[src/rtl/vga_pkg.sv]
// Shared raster timing constants for the 640x480@60 Hz display pipeline.
// Renderers import this package for screen bounds and coordinate widths.
// Pure constants and helpers: no logic, no latency, no backpressure.
package vga_pkg;

    // Coordinate and frame counter widths
    localparam int COORD_W     = 10;
    localparam int FRAME_CNT_W = 16;

    // Horizontal timing, in pixel clocks
    localparam int VGA_H_DISPLAY = 640;
    localparam int VGA_H_FRONT   = 16;
    localparam int VGA_H_SYNC    = 96;
    localparam int VGA_H_BACK    = 48;
    localparam int VGA_H_TOTAL   = VGA_H_DISPLAY + VGA_H_FRONT + VGA_H_SYNC + VGA_H_BACK;

    // Vertical timing, in lines
    localparam int VGA_V_DISPLAY = 480;
    localparam int VGA_V_FRONT   = 10;
    localparam int VGA_V_SYNC    = 2;
    localparam int VGA_V_BACK    = 33;
    localparam int VGA_V_TOTAL   = VGA_V_DISPLAY + VGA_V_FRONT + VGA_V_SYNC + VGA_V_BACK;

    // Level driven on hsync/vsync while the pulse is asserted
    localparam logic VGA_SYNC_ACTIVE = 1'b0;

    // Half-open window test [lo, hi) on unsigned coordinates
    function automatic logic in_window(
        input logic [COORD_W-1:0] c,
        input logic [COORD_W-1:0] lo,
        input logic [COORD_W-1:0] hi
    );
        return (c >= lo) && (c < hi);
    endfunction

endpackage

[src/rtl/vga_sync_wrap_counter.sv]
// Modulo-N up counter with enable and a wrap indication, exposes next state.
// Latency: count_o is registered; next_o and wrap_o are combinational.
// No backpressure; out-of-range values fall back to 0 on the next edge.
module wrap_counter #(
    parameter int W = 10,
    parameter int N = 800
) (
    input  logic         clk25M,
    input  logic         reset,
    input  logic         en_i,
    output logic [W-1:0] count_o,
    output logic [W-1:0] next_o,
    output logic         wrap_o
);

    localparam logic [W-1:0] LAST = W'(N - 1);

    logic [W-1:0] count_q;
    logic [W-1:0] count_d;

    // Next value: illegal states recover unconditionally, otherwise count when enabled
    always_comb begin
        count_d = count_q;
        if (count_q > LAST) begin
            count_d = '0;
        end else if (en_i) begin
            if (count_q == LAST) begin
                count_d = '0;
            end else begin
                count_d = count_q + 1'b1;
            end
        end
    end

    // Counter register, cleared immediately by reset
    always_ff @(posedge clk25M or posedge reset) begin
        if (reset) begin
            count_q <= '0;
        end else begin
            count_q <= count_d;
        end
    end

    assign count_o = count_q;
    assign next_o  = count_d;
    assign wrap_o  = en_i && (count_q >= LAST);

endmodule

[src/rtl/vga_sync.sv]
// VGA raster generator: x/y, hsync/vsync, video_on, frame_tick, frame_count.
// Latency: flags are registered from next-state x/y, so they align with x/y.
// Free running, no backpressure. VGA_SYNC_FRAME_CNT_EN enables frame_count.
module vga_sync
    import vga_pkg::*;
#(
    parameter int   H_DISPLAY   = VGA_H_DISPLAY,
    parameter int   H_FRONT     = VGA_H_FRONT,
    parameter int   H_SYNC      = VGA_H_SYNC,
    parameter int   H_BACK      = VGA_H_BACK,
    parameter int   V_DISPLAY   = VGA_V_DISPLAY,
    parameter int   V_FRONT     = VGA_V_FRONT,
    parameter int   V_SYNC      = VGA_V_SYNC,
    parameter int   V_BACK      = VGA_V_BACK,
    parameter logic SYNC_ACTIVE = VGA_SYNC_ACTIVE
) (
    input  logic                   clk25M,
    input  logic                   reset,
    output logic [COORD_W-1:0]     x,
    output logic [COORD_W-1:0]     y,
    output logic                   hsync,
    output logic                   vsync,
    output logic                   video_on,
    output logic                   frame_tick,
    output logic [FRAME_CNT_W-1:0] frame_count
);

    localparam int H_TOTAL = H_DISPLAY + H_FRONT + H_SYNC + H_BACK;
    localparam int V_TOTAL = V_DISPLAY + V_FRONT + V_SYNC + V_BACK;

    // Decode points as 10-bit unsigned constants so every compare is 10-bit
    localparam logic [COORD_W-1:0] H_VIS_END = COORD_W'(H_DISPLAY);
    localparam logic [COORD_W-1:0] V_VIS_END = COORD_W'(V_DISPLAY);
    localparam logic [COORD_W-1:0] HS_START  = COORD_W'(H_DISPLAY + H_FRONT);
    localparam logic [COORD_W-1:0] HS_END    = COORD_W'(H_DISPLAY + H_FRONT + H_SYNC);
    localparam logic [COORD_W-1:0] VS_START  = COORD_W'(V_DISPLAY + V_FRONT);
    localparam logic [COORD_W-1:0] VS_END    = COORD_W'(V_DISPLAY + V_FRONT + V_SYNC);
    // Renderers update positions one line into vertical blanking
    localparam logic [COORD_W-1:0] TICK_Y    = COORD_W'(V_DISPLAY + 1);

    logic [COORD_W-1:0] h_q;
    logic [COORD_W-1:0] h_d;
    logic [COORD_W-1:0] v_q;
    logic [COORD_W-1:0] v_d;
    logic               h_wrap;
    // End of frame is decoded from next-state coordinates, so the v wrap is not consumed
    logic               v_wrap_unused;

    logic hsync_q;
    logic hsync_d;
    logic vsync_q;
    logic vsync_d;
    logic video_on_q;
    logic video_on_d;
    logic frame_tick_q;
    logic frame_tick_d;

    wrap_counter #(
        .W (COORD_W),
        .N (H_TOTAL)
    ) u_h_cnt (
        .clk25M  (clk25M),
        .reset   (reset),
        .en_i    (1'b1),
        .count_o (h_q),
        .next_o  (h_d),
        .wrap_o  (h_wrap)
    );

    wrap_counter #(
        .W (COORD_W),
        .N (V_TOTAL)
    ) u_v_cnt (
        .clk25M  (clk25M),
        .reset   (reset),
        .en_i    (h_wrap),
        .count_o (v_q),
        .next_o  (v_d),
        .wrap_o  (v_wrap_unused)
    );

    // Decode flags from the coordinates the counters are about to take
    always_comb begin
        hsync_d      = in_window(h_d, HS_START, HS_END) ? SYNC_ACTIVE : ~SYNC_ACTIVE;
        vsync_d      = in_window(v_d, VS_START, VS_END) ? SYNC_ACTIVE : ~SYNC_ACTIVE;
        video_on_d   = (h_d < H_VIS_END) && (v_d < V_VIS_END);
        frame_tick_d = (h_d == '0) && (v_d == TICK_Y);
    end

    // Flag registers; reset drops any sync pulse in progress at once
    always_ff @(posedge clk25M or posedge reset) begin
        if (reset) begin
            hsync_q      <= ~SYNC_ACTIVE;
            vsync_q      <= ~SYNC_ACTIVE;
            video_on_q   <= 1'b0;
            frame_tick_q <= 1'b0;
        end else begin
            hsync_q      <= hsync_d;
            vsync_q      <= vsync_d;
            video_on_q   <= video_on_d;
            frame_tick_q <= frame_tick_d;
        end
    end

    assign x          = h_q;
    assign y          = v_q;
    assign hsync      = hsync_q;
    assign vsync      = vsync_q;
    assign video_on   = video_on_q;
    assign frame_tick = frame_tick_q;

`ifdef VGA_SYNC_FRAME_CNT_EN
    logic [FRAME_CNT_W-1:0] frame_cnt_q;
    logic [FRAME_CNT_W-1:0] frame_cnt_d;

    // Count completed frames, stepping the cycle after frame_tick; wraps naturally
    always_comb begin
        frame_cnt_d = frame_cnt_q;
        if (frame_tick_q) begin
            frame_cnt_d = frame_cnt_q + 1'b1;
        end
    end

    // Frame counter register
    always_ff @(posedge clk25M or posedge reset) begin
        if (reset) begin
            frame_cnt_q <= '0;
        end else begin
            frame_cnt_q <= frame_cnt_d;
        end
    end

    assign frame_count = frame_cnt_q;
`else
    assign frame_count = '0;
`endif

endmodule

[config.mk]
export PLATFORM = sky130hd
export DESIGN_NAME = vga_sync
export DESIGN_NICKNAME = d
export VERILOG_FILES = /design/src/rtl/vga_pkg.sv /design/src/rtl/vga_sync_wrap_counter.sv /design/src/rtl/vga_sync.sv
export SDC_FILE = /design/constraint.sdc
export NUM_CORES = 1
export LEC_CHECK = 0
export ABC_AREA = 0
export CAP_MARGIN = 20
export CORE_UTILIZATION = 50
export CTS_BUF_LIST = sky130_fd_sc_hd__clkbuf_4 sky130_fd_sc_hd__clkbuf_8
export CTS_CLUSTER_DIAMETER = 200
export CTS_CLUSTER_SIZE = 10
export DETAILED_ROUTE_END_ITERATION = 10
export GPL_ROUTABILITY_DRIVEN = 0
export PLACE_DENSITY = 0.82
export RECOVER_POWER = 100
export SLEW_MARGIN = 5
export SYNTH_ARGS = -nofsm -noshare
export SYNTH_HDL_FRONTEND = slang
export SYNTH_HIERARCHICAL = 1
export SYNTH_SLANG_ARGS = --single-unit
export TNS_END_PERCENT = 100
[constraint.sdc]
create_clock -name clk25M -period 4.62 [get_ports clk25M]
set_input_delay 0.693 -clock clk25M [delete_from_list [all_inputs] [get_ports clk25M]]
set_output_delay 0.693 -clock clk25M [all_outputs]
set_load 0.01 [all_outputs]
==> flow_metrics.rpt, run 1 <==
==== FLOW RESULTS ====
----------------------------------------------------
[Run status]
  Run status ........................ completed

[Final timing]
  Post-layout minimum cycle time ........................ 3290 ps
  Final max-slew violation count ........................ 0
  Setup_tns ........................ 0 ps
  RSZ-0062 raised after global routing ........................ no
  Hold Vio Cnt, Final ........................ 0
  Number of endpoints failing setup at the final stage ........................ 0
  Clock skew after layout ........................ 1.075 ps
  PnR worst setup slack ........................ 1330 ps
  Rel. slew slack ........................ 47.77%

[Worst setup path]
  Data arrival time of the worst path ........................ 3530 ps
  Beginning of the critical path ........................ u_h_cnt/count_o[0]$_DFF_PP0_
  Reg2reg setup slack ........................ 1330 ps
  Startpoint Class ........................ register
  Worst path cell trace ........................ ha_1 -> and4_1 -> a21o_2 -> and3_1 -> nor2b_1 -> o211ai_1 -> mux2i_1 -> nor4_1 -> and4_1
  Slowest CP cell ........................ sky130_fd_sc_hd__o211ai_1
  R2R depth ........................ 9

[Detailed routing]
  Number of design rule violations left after detail routing ........................ 0
  Vias per cell ........................ 5.966
  Post-detailed-route wirelength per cell ........................ 15.71 um
  Final wirelength ........................ 3205 um

[Yosys]
  Number of cells produced by synthesis ........................ 152
  Synthesized area ........................ 1460 um^2

[Worst hold path]
  Hold path startpoint ........................ u_h_cnt/count_o[8]$_DFF_PP0_
  Hold path cells ........................ 1

[Clock network]
  Post-cts resize count ........................ 0
  Clock buffer count from CTS ........................ 3
  CTS tree ........................ built
  Buffer cell driving the clock tree root ........................ sky130_fd_sc_hd__clkbuf_4
  Total number of clock tree sinks ........................ 24
  Insertion delay at the late pin of the worst-skew pair ........................ 300 ps
  Hold Buf Count CTS ........................ 0

[Pwr]
  Static Leakage ........................ 0.7578 nW
  Pwr Density ........................ 341.5 nW/um^2

[Floorplan]
  Die span in x ........................ 56.04 um
  Height of the chip ........................ 56.04 um
  Number of top-level design ports ........................ 42
  Die area ........................ 3140 um^2
  FP Util ........................ 52.95%

[Finish]
  P&R area growth vs syn ........................ 13.20%
  Most frequent logic cell in the layout ........................ sky130_fd_sc_hd__dlygate4sd3_1
  Nets ........................ 180
  Antenna Cells ........................ 0

[Job]
  Total number of warnings across the stage logs ........................ 27
  Number of max-cap violations ........................ 0

[GRT]
  Global-route wire length before repair ........................ 5168 um
  Initial antenna violation count ........................ 0
  Maximum number of pins on one net before global-route repair ........................ 13
  Number of global-route vias before repair ........................ 1,064

[Placed design]
  Area after DPL ........................ 1642 um^2
  Worst slack at placement ........................ 1574 ps

----------------------------------------------------
[run 1: per-stage QoR]
stage | utilization (%) | hold WS (ps) | total power, mW | cells
final | 59.94 | 655.6 | 0.5645 | 204
after CTS | 60.34 | 628.4 | 0.5839 | 204
after global placement | 59.53 | 611.3 | 0.4884 | 201
after global routing | 59.94 | 688.4 | 0.6049 | 204
after floorplan | - | 457.6 | 0.4086 | 167
after detailed placement | 59.53 | 626.0 | 0.4937 | 201
[run 1: power by group]
group	switching [mW]	internal, mW	leakage (nW)	total (mW)
Clock	0.0555	0.0304	0.0138	0.0859
Combinational	0.106	0.0851	0.437	0.191
Sequential	0.0457	0.242	0.307	0.287
[run 1: routing by layer]
layer	wire [um]	share of wire, %	vias up	GRT usage [%]
met4	32	1.0	0	5.923
met2	1638	51	62	35.20
met5	0	0	-	0
met1	1345	42	580	27.81
met3	187	5.8	4	2.558
li1	-	-	571	-
[run 1: final cells by class]
type                    instances  area share (%)
clock buffers                   3           1.363
inverters                       7           1.590
multi-input cells             114           43.07
flip-flops and latches         24           36.49
well taps                      31           2.347
repair buffers                 25           15.14
[run 1: state kept, by name, summed over array words and instances, names as in the netlist]
signal,count
video_on,1
u_v_cnt/count_o,10
hsync,1
u_h_cnt/count_o,10
frame_tick,1
vsync,1
[run 1: worst max-delay path: cells and delay by family, from the launching register on]
family | cells | cell delay (ps)
compound gates | 2 | 870
simple gates | 5 | 1450
fa+ha+maj | 1 | 200
mux | 1 | 270
flops | 1 | 440
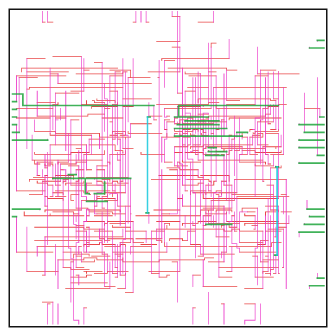
run_1/layers.png
layer	color	wire length
M3	green	188 um
M1	red	1,350 um
M4	cyan	32.6 um
M2	magenta	1,640 um

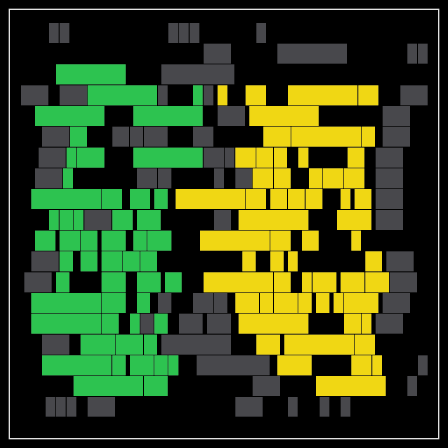
run_1/blocks.png
Other cells in gray.
instance	color	cells
u_h_cnt	green	51
u_v_cnt	yellow	58

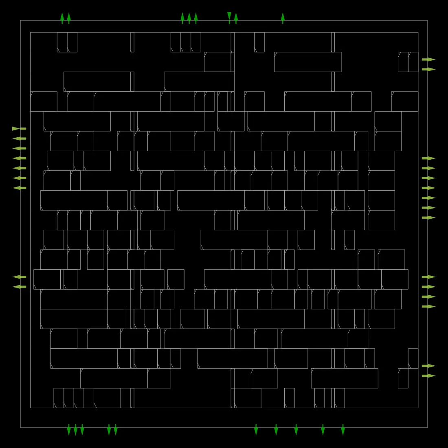
run_1/placed.png
number of cell rows: 19
number of tap instances: 31

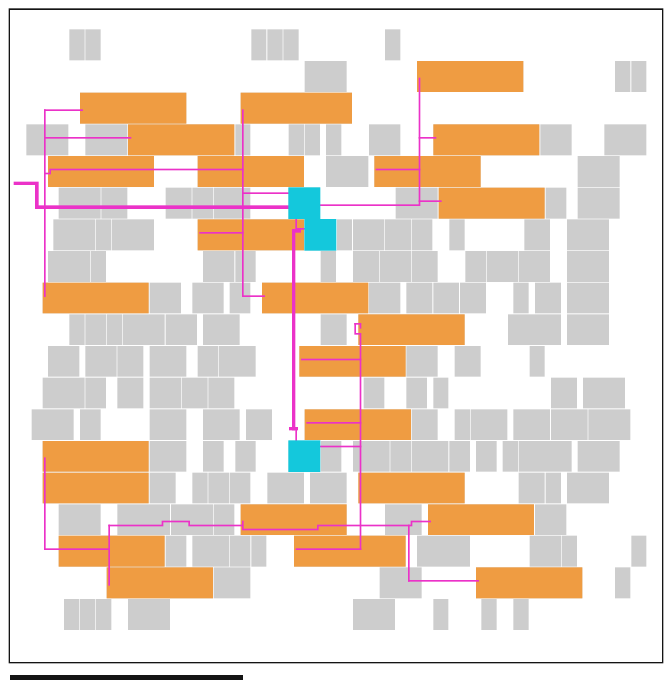
run_1/clock_wires.png
Scale bar: 20 um.
[flip-flops] orange | count: 24
[clock wires] magenta | length: 251 um
[clock-net drivers] cyan | count: 3
routed clock nets	4

run_1/pinout.png
Pins as bars across the die edge, other pins in gray.
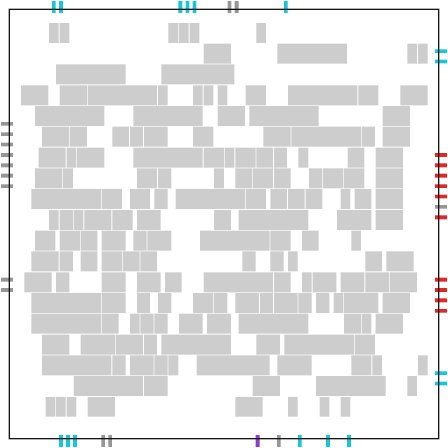

==> run 2, diff against run 1 <==
Settings changed: CORE_UTILIZATION 50 to 49, PLACE_DENSITY 0.82 to 0.81.
Clock period 4.62 ns to 3.4 ns, I/O delays scaled along.
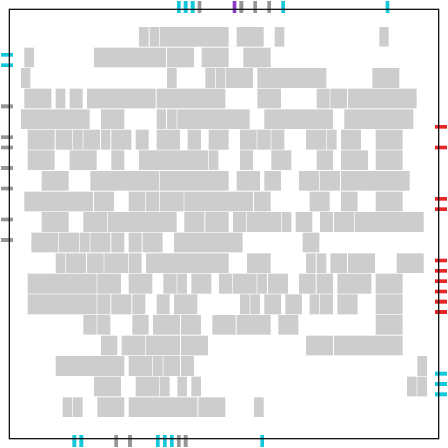
run_2/pinout.png
Pins as bars across the die edge, other pins in gray.
port	color	pins	direction	edge
frame_count	cyan	16	output	6 south, 5 north, 3 east, 2 west
y	red	10	output	east
frame_tick	purple	1	output	north

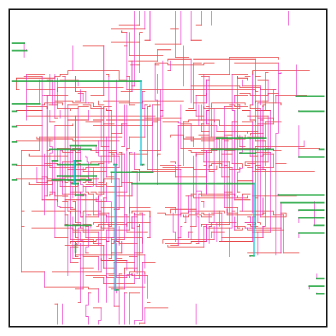
run_2/layers.png
layer	color	wire length
M3	green	183 um
M4	cyan	54.4 um
M2	magenta	1,620 um
M1	red	1,310 um

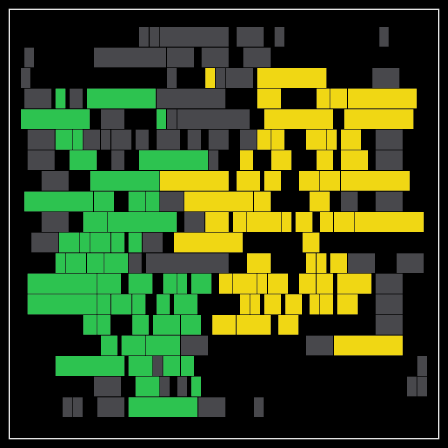
run_2/blocks.png
Other cells in gray.
instance	color	cells
u_h_cnt	green	51
u_v_cnt	yellow	58
not colored	65

==> flow_metrics.rpt, run 2 <==
==== FLOW RESULTS ====
----------------------------------------------------
[Run status]
  Run status ........................ completed (unchanged)

[Floorplan]
  Number of cell rows ........................ 19 (unchanged)
  Die area ........................ 3202 um^2 (was 3140 um^2)
  Number of top-level design ports ........................ 42 (unchanged)
  Die span in x ........................ 56.59 um (was 56.04 um)
  FP Util ........................ 52.50% (was 52.95%)
  Height of the chip ........................ 56.59 um (was 56.04 um)

[Clock network]
  Buffer cell driving the clock tree root ........................ sky130_fd_sc_hd__clkbuf_4 (unchanged)
  Total number of clock tree sinks ........................ 24 (unchanged)
  Hold Buf Count CTS ........................ 0 (unchanged)
  Clock buffer count from CTS ........................ 3 (unchanged)
  Post-cts resize count ........................ 0 (unchanged)
  CTS tree ........................ built (unchanged)
  Buffer count from post-CTS setup fixing ........................ 0 (unchanged)
  Insertion delay at the late pin of the worst-skew pair ........................ 320 ps (was 300 ps)

[Worst setup path]
  Kind of end point of the critical path ........................ register (unchanged)
  Data arrival time of the worst path ........................ 3420 ps (was 3530 ps)
  Startpoint Class ........................ register (unchanged)
  Required time at the worst-slack endpoint ........................ 3670 ps (was 4860 ps)

[Detailed routing]
  Number of DRC violations after detailed-routing iteration 0 ........................ 50 (was 48)
  Count of antenna-violating nets left after detailed routing ........................ 0 (unchanged)
  Final wirelength ........................ 3167 um (was 3205 um)
  Number of design rule violations left after detail routing ........................ 0 (unchanged)
  Post-detailed-route wirelength per cell ........................ 15.45 um (was 15.71 um)
  Iteration count of the initial detailed-routing pass ........................ 4 (unchanged)
  Number of vias in the routed layout ........................ 1,218 (was 1,217)
  Vias per cell ........................ 5.941 (was 5.966)

[GRT]
  Global-route wire length before repair ........................ 5140 um (was 5168 um)
  Number of global-route vias before repair ........................ 1,124 (was 1,064)
  Total congestion overflow ........................ 0 (unchanged)
  Initial antenna violation count ........................ 0 (unchanged)
  Maximum number of pins on one net before global-route repair ........................ 15 (was 13)

[Yosys]
  Number of cells produced by synthesis ........................ 152 (unchanged)
  Synthesized area ........................ 1460 um^2 (unchanged)

[Pwr]
  Power dissipated by switching net loads ........................ 299.9 uW (was 207.5 uW)
  Pwr Density ........................ 512.1 nW/um^2 (was 341.5 nW/um^2)
  Clock power share ........................ 24.3% (was 15.2%)
  Switching fraction of total power ........................ 34.77% (was 36.75%)
  Flop pwr share ........................ 45.1% (was 50.9%)
  Total power draw ........................ 862.4 uW (was 564.5 uW)
  Combinational share of power ........................ 30.6% (was 33.9%)
  Sequential logic power ........................ 389 uW (was 287 uW)
  Internal power summed over all cells ........................ 562.5 uW (was 357.0 uW)
  Power drawn by the clock network ........................ 210 uW (was 85.9 uW)
  Combinational cell power ........................ 263 uW (was 191 uW)
  Top Consumer ........................ sequential cells (unchanged)
  Static Leakage ........................ 0.7714 nW (was 0.7578 nW)

[Final timing]
  Final max-slew violation count ........................ 0 (unchanged)
  Setup_tns ........................ 0 ps (unchanged)
  Clock skew after layout ........................ 4.140 ps (was 1.075 ps)
  Number of endpoints failing setup at the final stage ........................ 0 (unchanged)
  Pin slew with the least headroom to its limit ........................ 696.3 ps (was 780.0 ps)
  PnR worst setup slack ........................ 248.5 ps (was 1330 ps)
  Post-layout minimum cycle time ........................ 3152 ps (was 3290 ps)
  RSZ-0062 raised after global routing ........................ no (unchanged)
  Hold Vio Cnt, Final ........................ 0 (unchanged)
  Post-route worst hold slack ........................ 539.4 ps (was 655.6 ps)
  Rel. slew slack ........................ 53.38% (was 47.77%)

[Finish]
  Most frequent logic cell in the layout ........................ sky130_fd_sc_hd__dlygate4sd3_1 (unchanged)
  Final instance count without filler cells ........................ 205 (was 204)
  Antenna Cells ........................ 0 (unchanged)
  Nets ........................ 180 (unchanged)
  Final cell utilization of the core ........................ 60.55% (was 59.94%)
  MI comb area ........................ 713.2 um^2 (was 711.9 um^2)
  P&R area growth vs syn ........................ 15.34% (was 13.20%)
  Fraction of final layout cells with drive strength greater than 1 ........................ 8.621% (was 7.514%)

[Job]
  Number of max-cap violations ........................ 0 (unchanged)
  Total number of warnings across the stage logs ........................ 27 (unchanged)

[Worst hold path]
  Worst hold path class ........................ in2async (was reg2reg)

[Placed design]
  Worst slack at placement ........................ 345.2 ps (was 1574 ps)
  Area after DPL ........................ 1642 um^2 (unchanged)
  Cell count after placement ........................ 201 (unchanged)

----------------------------------------------------
run 2: final timing paths:
| check | startpoint | to | slack (ps) | cells past startpoint |
|---|---|---|---|---|
| max in group asynchronous | reset | u_h_cnt/count_o[1]$_DFF_PP0_ | 2470 | 2 |
| max reg2reg | u_h_cnt/count_o[0]$_DFF_PP0_ | frame_tick$_DFF_PP0_ | 250 | 9 |
| max | u_h_cnt/count_o[0]$_DFF_PP0_ | frame_tick$_DFF_PP0_ | 250 | 9 |
| min | reset | frame_tick$_DFF_PP0_ | 540 | 2 |
| min in group clk25M | u_v_cnt/count_o[7]$_DFF_PP0_ | u_v_cnt/count_o[7]$_DFF_PP0_ | 650 | 2 |
| min reg2reg | u_v_cnt/count_o[7]$_DFF_PP0_ | u_v_cnt/count_o[7]$_DFF_PP0_ | 650 | 2 |
run 2: per-layer routing:
metal  GRT usage, %  vias up  part of all wire [%]
met1          25.45      584                    41
met5              0        -                     0
li1               -      570                     -
met4          7.666        0                   1.7
met3          3.687        8                   5.7
met2          35.46       56                    51
run 2: layout make-up:
class	count	area share [%]
multi-input combinational	114	42.35
timing repair buffer	25	14.86
sequential	24	35.81
clock inverter	1	1.783
tap	31	2.303
inverter	7	1.560
clock buffer	3	1.337
run 2: worst max-delay path: stages (launching register included):
cell and delay (ps):
sky130_fd_sc_hd__dfrtp_1 450, sky130_fd_sc_hd__ha_1 200, sky130_fd_sc_hd__and4_1 320, sky130_fd_sc_hd__a21o_2 240, sky130_fd_sc_hd__and3_2 310, sky130_fd_sc_hd__nor2b_1 70, sky130_fd_sc_hd__o211ai_1 570, sky130_fd_sc_hd__mux2i_1 290
sky130_fd_sc_hd__nor4_1 410, sky130_fd_sc_hd__and4_1 240
Power is estimated from default activity; no workload was simulated.
